==> run_1/io_placement.png <==
Pins as bars across the die edge, other pins in gray.
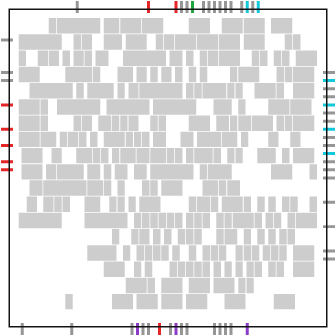
==> run_1/flops_by_reg.png <==
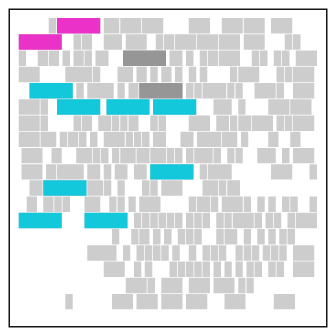
==> run_1/wires.png <==
The bar under the picture is 20 µm long.
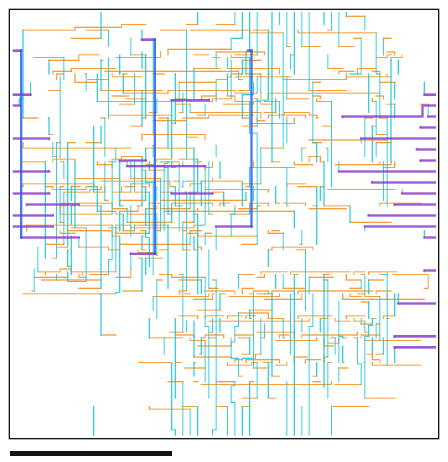
<file path="src/rtl/pipe_pkg.sv">
// Shared encodings for the IF/ID/EX/WB pipeline sequencer and its hazard unit.
package pipe_pkg;

  // Sequencer FSM states; the numeric values are visible on seq_state.
  typedef enum logic [2:0] {
    ST_IDLE   = 3'd0,
    ST_RUN    = 3'd1,
    ST_HALTED = 3'd2,
    ST_FLUSH  = 3'd3
  } seq_state_e;

  // Operand source selects presented to the EX-stage operand muxes.
  typedef enum logic [1:0] {
    FWD_REGFILE = 2'd0,
    FWD_EX      = 2'd1,
    FWD_WB      = 2'd2
  } fwd_sel_e;

  // Opcode the pipeline latches load when flushed or bubbled.
  localparam logic [3:0] NOP_OPCODE = 4'h0;

  // Per-source outcome of the hazard compare.
  typedef struct packed {
    logic     stall;
    fwd_sel_e sel;
  } src_res_t;

endpackage

</file>
<file path="src/rtl/pipeline_sequencer_hazard_unit.sv">
// RAW hazard detection between the ID instruction and the EX/WB instructions.
// Build option: PIPE_FWD_EN enables EX/WB bypass selects instead of stalling.
module hazard_unit
  import pipe_pkg::*;
#(
  parameter int REG_AW = 3
) (
  input  logic [REG_AW-1:0] id_rs1,
  input  logic [REG_AW-1:0] id_rs2,
  input  logic              id_use_rs1,
  input  logic              id_use_rs2,
  input  logic [REG_AW-1:0] ex_rd,
  input  logic [REG_AW-1:0] wb_rd,
  input  logic              ex_wr,
  input  logic              wb_wr,
  input  logic              ex_is_load,
  output logic              stall,
  output fwd_sel_e          fwd_sel_rs1,
  output fwd_sel_e          fwd_sel_rs2
);

  // Register 0 is an ordinary register here, so every address compares exactly.
  logic ex_m1, ex_m2, wb_m1, wb_m2;
  assign ex_m1 = id_use_rs1 & ex_wr & (id_rs1 == ex_rd);
  assign ex_m2 = id_use_rs2 & ex_wr & (id_rs2 == ex_rd);
  assign wb_m1 = id_use_rs1 & wb_wr & (id_rs1 == wb_rd);
  assign wb_m2 = id_use_rs2 & wb_wr & (id_rs2 == wb_rd);

`ifdef PIPE_FWD_EN
  // EX is the younger producer, so its result wins over WB; a load in EX has no data yet.
  function automatic src_res_t resolve(input logic ex_m, input logic wb_m, input logic load);
    src_res_t r;
    r.stall = 1'b0;
    r.sel   = FWD_REGFILE;
    if (ex_m) begin
      if (load) r.stall = 1'b1;
      else      r.sel   = FWD_EX;
    end else if (wb_m) begin
      r.sel = FWD_WB;
    end
    return r;
  endfunction

  src_res_t res1, res2;
  assign res1        = resolve(ex_m1, wb_m1, ex_is_load);
  assign res2        = resolve(ex_m2, wb_m2, ex_is_load);
  assign stall       = res1.stall | res2.stall;
  assign fwd_sel_rs1 = res1.sel;
  assign fwd_sel_rs2 = res2.sel;
`else
  // Without bypass the regfile is the only source and is not write-through,
  // so any match in EX or WB must wait.
  logic unused_load;
  assign unused_load = ex_is_load;
  assign stall       = ex_m1 | ex_m2 | wb_m1 | wb_m2;
  assign fwd_sel_rs1 = FWD_REGFILE;
  assign fwd_sel_rs2 = FWD_REGFILE;
`endif

endmodule

</file>
<file path="src/rtl/pipeline_sequencer.sv">
// Central run/halt/flush sequencer for the 4-stage IF/ID/EX/WB pipeline.
// Stage controls are combinational from the registered state and current inputs.
// Build option: PIPE_FWD_EN (see hazard_unit) turns most RAW stalls into bypasses.
module pipeline_sequencer
  import pipe_pkg::*;
#(
  parameter int PC_W        = 6,
  parameter int REG_AW      = 3,
  parameter int RESTART_CYC = 3,
  parameter int STALL_CNT_W = 8
) (
  input  logic                   clk,
  input  logic                   rst,
  input  logic                   controller_enable,
  input  logic                   resume,
  input  logic                   restart,
  input  logic                   wb_halt,
  input  logic [REG_AW-1:0]      id_rs1,
  input  logic [REG_AW-1:0]      id_rs2,
  input  logic                   id_use_rs1,
  input  logic                   id_use_rs2,
  input  logic [REG_AW-1:0]      ex_rd,
  input  logic [REG_AW-1:0]      wb_rd,
  input  logic                   ex_wr,
  input  logic                   wb_wr,
  input  logic                   ex_is_load,
  input  logic                   ex_jump_taken,
  input  logic [PC_W-1:0]        ex_jump_target,
  output logic                   pc_en,
  output logic                   if_id_en,
  output logic                   if_id_flush,
  output logic                   id_ex_bubble,
  output logic                   ex_wb_en,
  output logic                   wb_en,
  output logic                   pc_load,
  output logic [PC_W-1:0]        pc_load_val,
  output logic [1:0]             fwd_sel_rs1,
  output logic [1:0]             fwd_sel_rs2,
  output logic [2:0]             seq_state,
  output logic [STALL_CNT_W-1:0] stall_count
);

  localparam int FC_W = $clog2(RESTART_CYC + 1);

  seq_state_e             state_q, state_d;
  logic [FC_W-1:0]        flush_cnt_q, flush_load_val;
  logic                   flush_load;
  logic                   count_stall;
  logic [STALL_CNT_W-1:0] stall_count_q;
  logic                   hz_stall;
  fwd_sel_e               hz_sel1, hz_sel2;

  hazard_unit #(.REG_AW(REG_AW)) u_hazard (
    .id_rs1      (id_rs1),
    .id_rs2      (id_rs2),
    .id_use_rs1  (id_use_rs1),
    .id_use_rs2  (id_use_rs2),
    .ex_rd       (ex_rd),
    .wb_rd       (wb_rd),
    .ex_wr       (ex_wr),
    .wb_wr       (wb_wr),
    .ex_is_load  (ex_is_load),
    .stall       (hz_stall),
    .fwd_sel_rs1 (hz_sel1),
    .fwd_sel_rs2 (hz_sel2)
  );

  // Next-state and stage controls; priority in RUN is halt > jump > stall.
  always_comb begin
    // NOTE: every output gets a default first so no path leaves a latch behind.
    state_d        = state_q;
    flush_load     = 1'b0;
    flush_load_val = '0;
    count_stall    = 1'b0;
    pc_en          = 1'b0;
    if_id_en       = 1'b0;
    if_id_flush    = 1'b1;
    id_ex_bubble   = 1'b1;
    ex_wb_en       = 1'b0;
    wb_en          = 1'b0;
    pc_load        = 1'b0;
    pc_load_val    = '0;
    fwd_sel_rs1    = FWD_REGFILE;
    fwd_sel_rs2    = FWD_REGFILE;
    unique case (state_q)
      ST_IDLE: begin
        if (controller_enable) begin
          state_d        = ST_FLUSH;
          flush_load     = 1'b1;
          flush_load_val = FC_W'(1);
        end
      end
      ST_RUN: begin
        pc_en        = 1'b1;
        if_id_en     = 1'b1;
        if_id_flush  = 1'b0;
        id_ex_bubble = 1'b0;
        ex_wb_en     = 1'b1;
        wb_en        = 1'b1;
        fwd_sel_rs1  = hz_sel1;
        fwd_sel_rs2  = hz_sel2;
        if (wb_halt) begin
          // The HALT in WB retires; everything younger is squashed.
          pc_en        = 1'b0;
          if_id_en     = 1'b0;
          ex_wb_en     = 1'b0;
          if_id_flush  = 1'b1;
          id_ex_bubble = 1'b1;
          state_d      = ST_HALTED;
        end else if (ex_jump_taken) begin
          // The stalled ID instruction is on the wrong path, so no stall is counted.
          pc_load      = 1'b1;
          pc_load_val  = ex_jump_target;
          if_id_flush  = 1'b1;
          id_ex_bubble = 1'b1;
        end else if (hz_stall) begin
          pc_en        = 1'b0;
          if_id_en     = 1'b0;
          id_ex_bubble = 1'b1;
          count_stall  = 1'b1;
        end
      end
      ST_HALTED: begin
        if (resume) state_d = ST_RUN;
      end
      ST_FLUSH: begin
        pc_load  = 1'b1;
        ex_wb_en = 1'b1;
        if (flush_cnt_q <= FC_W'(1)) state_d = ST_RUN;
      end
      default: state_d = ST_IDLE;
    endcase
    if (restart) begin
      state_d        = ST_FLUSH;
      flush_load     = 1'b1;
      flush_load_val = FC_W'(RESTART_CYC);
    end
  end

  // State, flush-length counter and saturating stall counter.
  always_ff @(posedge clk) begin
    // NOTE: sequential state uses non-blocking assignments so every register
    // samples pre-edge values regardless of statement order.
    if (!rst) begin
      state_q       <= ST_IDLE;
      flush_cnt_q   <= '0;
      stall_count_q <= '0;
    end else begin
      state_q <= state_d;
      if (flush_load)
        flush_cnt_q <= flush_load_val;
      else if (state_q == ST_FLUSH && flush_cnt_q != '0)
        flush_cnt_q <= flush_cnt_q - FC_W'(1);
      if (count_stall && stall_count_q != {STALL_CNT_W{1'b1}})
        stall_count_q <= stall_count_q + STALL_CNT_W'(1);
    end
  end

  assign seq_state   = state_q;
  assign stall_count = stall_count_q;

endmodule
</file>
<file path="config.mk">
export PLATFORM = sky130hd
export DESIGN_NAME = pipeline_sequencer
export DESIGN_NICKNAME = d
export VERILOG_FILES = /design/src/rtl/pipe_pkg.sv /design/src/rtl/pipeline_sequencer_hazard_unit.sv /design/src/rtl/pipeline_sequencer.sv
export SDC_FILE = /design/constraint.sdc
export NUM_CORES = 1
export LEC_CHECK = 0
export ABC_AREA = 1
export ABC_CLOCK_PERIOD_IN_PS = 2450
export CORE_UTILIZATION = 43
export CTS_CLUSTER_DIAMETER = 40
export CTS_CLUSTER_SIZE = 14
export DETAILED_ROUTE_END_ITERATION = 8
export GPL_ROUTABILITY_DRIVEN = 0
export PLACE_DENSITY = 0.86
export SYNTH_ARGS = -nofsm -noshare
export SYNTH_HDL_FRONTEND = slang
export SYNTH_SLANG_ARGS = --single-unit
</file>
<file path="constraint.sdc">
create_clock -name clk -period 2.45 [get_ports clk]
set_input_delay 0.49 -clock clk [delete_from_list [all_inputs] [get_ports clk]]
set_output_delay 0.49 -clock clk [all_outputs]
set_load 0.01 [all_outputs]
</file>
==> impl_metrics.tcl, run 1 <==
# flow metrics
set metrics [dict create \
    grt_pass1_vias 1008 \
    ys_area_um2 1120 \
    use_met1_pct 22.9 \
    synthFlopType "dfxtp_1" \
    clock_buffers 4 \
    min_from "stall_count[0]" \
    p_int_uw 391 \
    synth-edff-count 0 \
    maxSlewViolCount 0 \
    core_area_um2 2450 \
    dpl_cell_area_um2 1650 \
    cts_sinks 12 \
    synth.distinct_cells 26 \
    min_to "stall_count[0]" \
    total_power_uw 563 \
    top_area_cell "nand2_1" \
    rsz0062_at_grt "no" \
    num_vias 1316 \
    drc 0 \
    stdcell_count 286 \
    synthSimpleGateAreaFrac_pct 46.8 \
    nonClkBufAreaFrac_pct 30.6 \
    numPortBuffers 51 \
    outcome "finished clean" \
    synth.area.top_cells "nand2_1 23%, dfxtp_1 22%, inv_1 12%, nor2_1 10%, buf_4 4.0%" \
    clk_pin_slew_ns 0.08 \
    endpoint_kind "output pin" \
    logic_area_um2 698 \
    worstPathRequired_ns 1.96 \
    drtIter0Drc 24 \
    finalHoldViolations 0 \
    reg2reg_from "stall_count[0]" \
    drt-total-wl_mm 2.57 \
    ys_top_logic_family "simple AND/OR/NAND/NOR gates" \
    largest_reg_flops 8 \
    switchingPower_uw 173 \
    cp-endpoint "pc_load" \
    holdPathStages 1 \
    final_area_um2 1680 \
    comb_share_pct 41.6 \
    routed.top_layer "met4" \
    min_path_type "reg2reg" \
    gr-usage-met3_pct 2.59 \
    vdd_drop_max_mv 0.401 \
]
Back to the opening pictures, io_placement.png:
| port | color | pins | direction | edge |
|---|---|---|---|---|
| `ex_rd` | purple | 3 | input | bottom |
| `restart` | green | 1 | input | top |
| `stall_count` | red | 8 | output | 5 left, 2 top, 1 bottom |
| `ex_jump_target` | cyan | 6 | input | 4 right, 2 top |
all pins by edge: 18 right, 16 top, 16 bottom, 8 left

Back to the opening pictures, flops_by_reg.png:
| signal | color | flops |
|---|---|---|
| `flush_cnt_q` | magenta | 2 |
| `stall_count` | cyan | 8 |
not colored: 2
fraction of standard cell area that is sequential: 14.3%
sequential group power: 210 µW
Reg area: 240 µm²
Final Core Density: 68.3%

Back to the opening pictures, wires.png:
| layer | color | wire length |
|---|---|---|
| metal 2 | cyan | 1170 µm |
| metal 1 | orange | 1160 µm |
| metal 3 | purple | 164 µm |
| metal 4 | blue | 71.4 µm |

==> run 1 -> run 2 <==
Settings changed: ABC_CLOCK_PERIOD_IN_PS 2450 to unset.
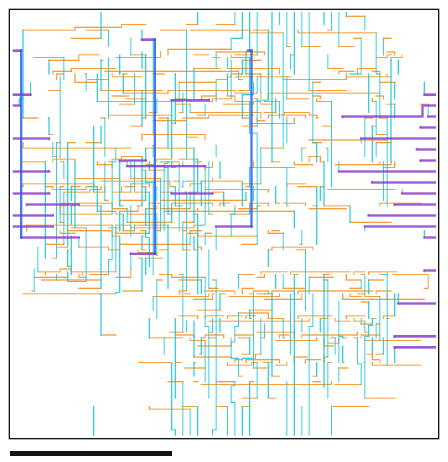
(run_2/wires.png)
The bar under the picture is 20 µm long.
| layer | color | wire length |
|---|---|---|
| metal 2 | cyan | 1170 µm |
| metal 1 | orange | 1160 µm |
| metal 4 | blue | 71.4 µm |
| metal 3 | purple | 164 µm |

==> run 2 against run 1 <==
  * Synthesized cell count did not move
  * Setup slack did not move
  * Sequential power barely moved
  * Non-clock buffer count did not move
==> impl_metrics.tcl, run 2 <==
# flow metrics
set metrics [dict create \
    netlist.area_leader.share_pct 22.5 \
    nonClkBufAreaFrac_pct 30.6 \
    rr_endpoint "stall_count[5]" \
    grt_busiest_layer "met2" \
    logic_area_um2 698 \
    synthSimpleGateAreaFrac_pct 46.8 \
    holdPathStages 1 \
    dpl_cell_area_um2 1650 \
    drt-total-wl_mm 2.57 \
    numSynthFlops 12 \
    maxSlewViolCount 0 \
    ys_top_logic_family "simple AND/OR/NAND/NOR gates" \
    gr-usage-met3_pct 2.59 \
    synth.distinct_cells 26 \
    use_met1_pct 22.9 \
    fin_util_pct 68.3 \
    synth-edff-count 0 \
    clock_buffers 4 \
    cts_sinks 12 \
    p_int_uw 391 \
    stdcell_count 286 \
    min_to "stall_count[0]" \
    outcome "finished clean" \
    routed.top_layer "met4" \
    final_area_um2 1680 \
    reg2reg_from "stall_count[0]" \
    area_growth_pct 50.2 \
    synthFlopType "dfxtp_1" \
    synth.area.top_cells "nand2_1 23%, dfxtp_1 22%, inv_1 12%, nor2_1 10%, buf_4 4.0%" \
    finalHoldViolations 0 \
    top_area_cell "nand2_1" \
    core_area_um2 2450 \
    grt_pass1_vias 1008 \
    sh_seq_area_pct 14.3 \
    synth_area_um2 1120 \
    min_from "stall_count[0]" \
    clk_pin_slew_ns 0.08 \
    endpoint_kind "output pin" \
    drc 0 \
    p_seq_uw 210 \
    worstPathRequired_ns 1.96 \
    numPortBuffers 51 \
    rsz0062_at_grt "no" \
    switchingPower_uw 173 \
    preCtsSetupSlack_ns -0.216 \
    num_vias 1316 \
    total_power_uw 563 \
    drtIter0Drc 24 \
    vdd_drop_max_mv 0.401 \
    start_kind "primary input" \
    min_path_type "reg2reg" \
    cp-endpoint "pc_load" \
    rows 18 \
    ys_area_um2 1120 \
]
==> run 2 -> run 3 <==
Settings changed: CTS_CLUSTER_DIAMETER 40 to 200.
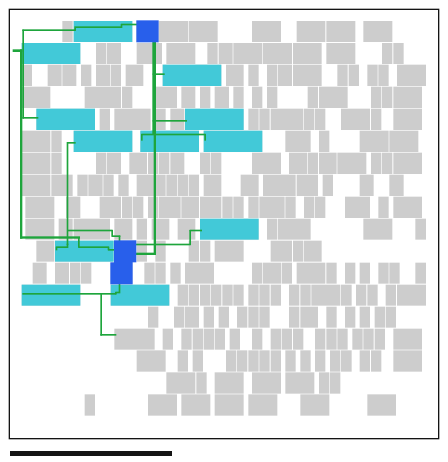
(run_3/clk_routes.png)
The bar under the picture is 20 µm long.
[clock drivers] blue | count: 3
[flip-flops] cyan | count: 12
[clock wires] green | length: 191 µm
routed clock nets: 4

==> run 3 against run 2 <==
  * Total power did not move
  * Sequential share of layout area is the same
  * Cell count did not move
  * Maximum frequency stayed put
  * Non-clock buffer count unchanged
  * Largest cell class unchanged
  * Largest power group unchanged
==> impl_metrics.tcl, run 3 <==
# flow metrics
set metrics [dict create \
    wl_met3_um 163 \
    sh_seq_area_pct 14.3 \
    min_from "stall_count[0]" \
    met2_usage_pct 32.7 \
    p_int_uw 391 \
    clk-power_uw 162 \
    rr_endpoint "stall_count[5]" \
    synthSimpleGateAreaFrac_pct 46.8 \
    nonClkBufAreaFrac_pct 30.6 \
    xor_area_share_pct 0.784 \
    flops 12 \
    dpl_cell_area_um2 1650 \
    routed-wl-met2_mm 1.17 \
    grt_busiest_layer "met2" \
    numSynthFlops 12 \
    rsz0062_at_grt "no" \
    routed.top_layer "met4" \
    start_kind "primary input" \
    h-tree-depth 1 \
    ys_async_sr_fraction_pct 0 \
    clk_pin_slew_ns 0.08 \
    largest_reg_flops 8 \
    gr-usage-met3_pct 2.59 \
    clock_buffers 4 \
    ys_area_um2 1120 \
    top_area_cell "nand2_1" \
    area_growth_pct 50.2 \
    worstPathRequired_ns 1.96 \
    grt_pass1_vias 1008 \
    clockRootBuffer "clkbuf_4" \
    synth.area.top_cells "nand2_1 23%, dfxtp_1 22%, inv_1 12%, nor2_1 10%, buf_4 4.0%" \
    outcome "finished clean" \
    wl_met1_mm 1.16 \
    holdPathStages 1 \
    drt-total-wl_mm 2.57 \
    switchingPower_uw 173 \
    preCtsSetupSlack_ns -0.216 \
    min_to "stall_count[0]" \
    synthFlopType "dfxtp_1" \
    use_met1_pct 22.9 \
    comb_share_pct 41.6 \
    ys_sh_aoi_pct 9.63 \
    setup_viol 0 \
    logic_gates 148 \
    grt_use_total_pct 19.2 \
    total_power_uw 563 \
    seq_area_um2 240 \
    cts_hold_buf 0 \
    maxSlewViolCount 0 \
    core_area_um2 2450 \
    worst-setup-path-type "in2out" \
    synth_area_um2 1120 \
    cpPeakStageDelay_ns 0.54 \
    netlist.area_leader.share_pct 22.5 \
    antenna_found_initial 0 \
    logic_area_um2 698 \
    ys_top_logic_family "simple AND/OR/NAND/NOR gates" \
    p_seq_uw 210 \
    hpwl_mm 2.09 \
    p_leak_uw 0.000850 \
    vdd_drop_max_mv 0.401 \
    wire_per_inst_um 8.97 \
    synth_warnings 0 \
    dr.pass1.iters 4 \
    rrSetupSlack_ns 0.84 \
    fin_util_pct 68.3 \
    numPortBuffers 51 \
    cp-endpoint "pc_load" \
    num_vias 1316 \
    final-clk-cell-share_pct 2.16 \
    reg2reg_from "stall_count[0]" \
    die_w_um 53.0 \
    muxShareOfSynthArea_pct 0 \
    rows 18 \
    min_path_type "reg2reg" \
    stdcell_count 286 \
    drtIter0Drc 24 \
    drc 0 \
    syn_inst 201 \
    finalHoldViolations 0 \
    path_depth 4 \
    synth-edff-count 0 \
    setup_ws_ns 0.160 \
    synth.distinct_cells 26 \
    grt_overflow 0 \
    cts_sinks 12 \
    final_area_um2 1680 \
    most_common_cell "nand2_1" \
    endpoint_kind "output pin" \
]
Power is estimated from default activity; no workload was simulated.
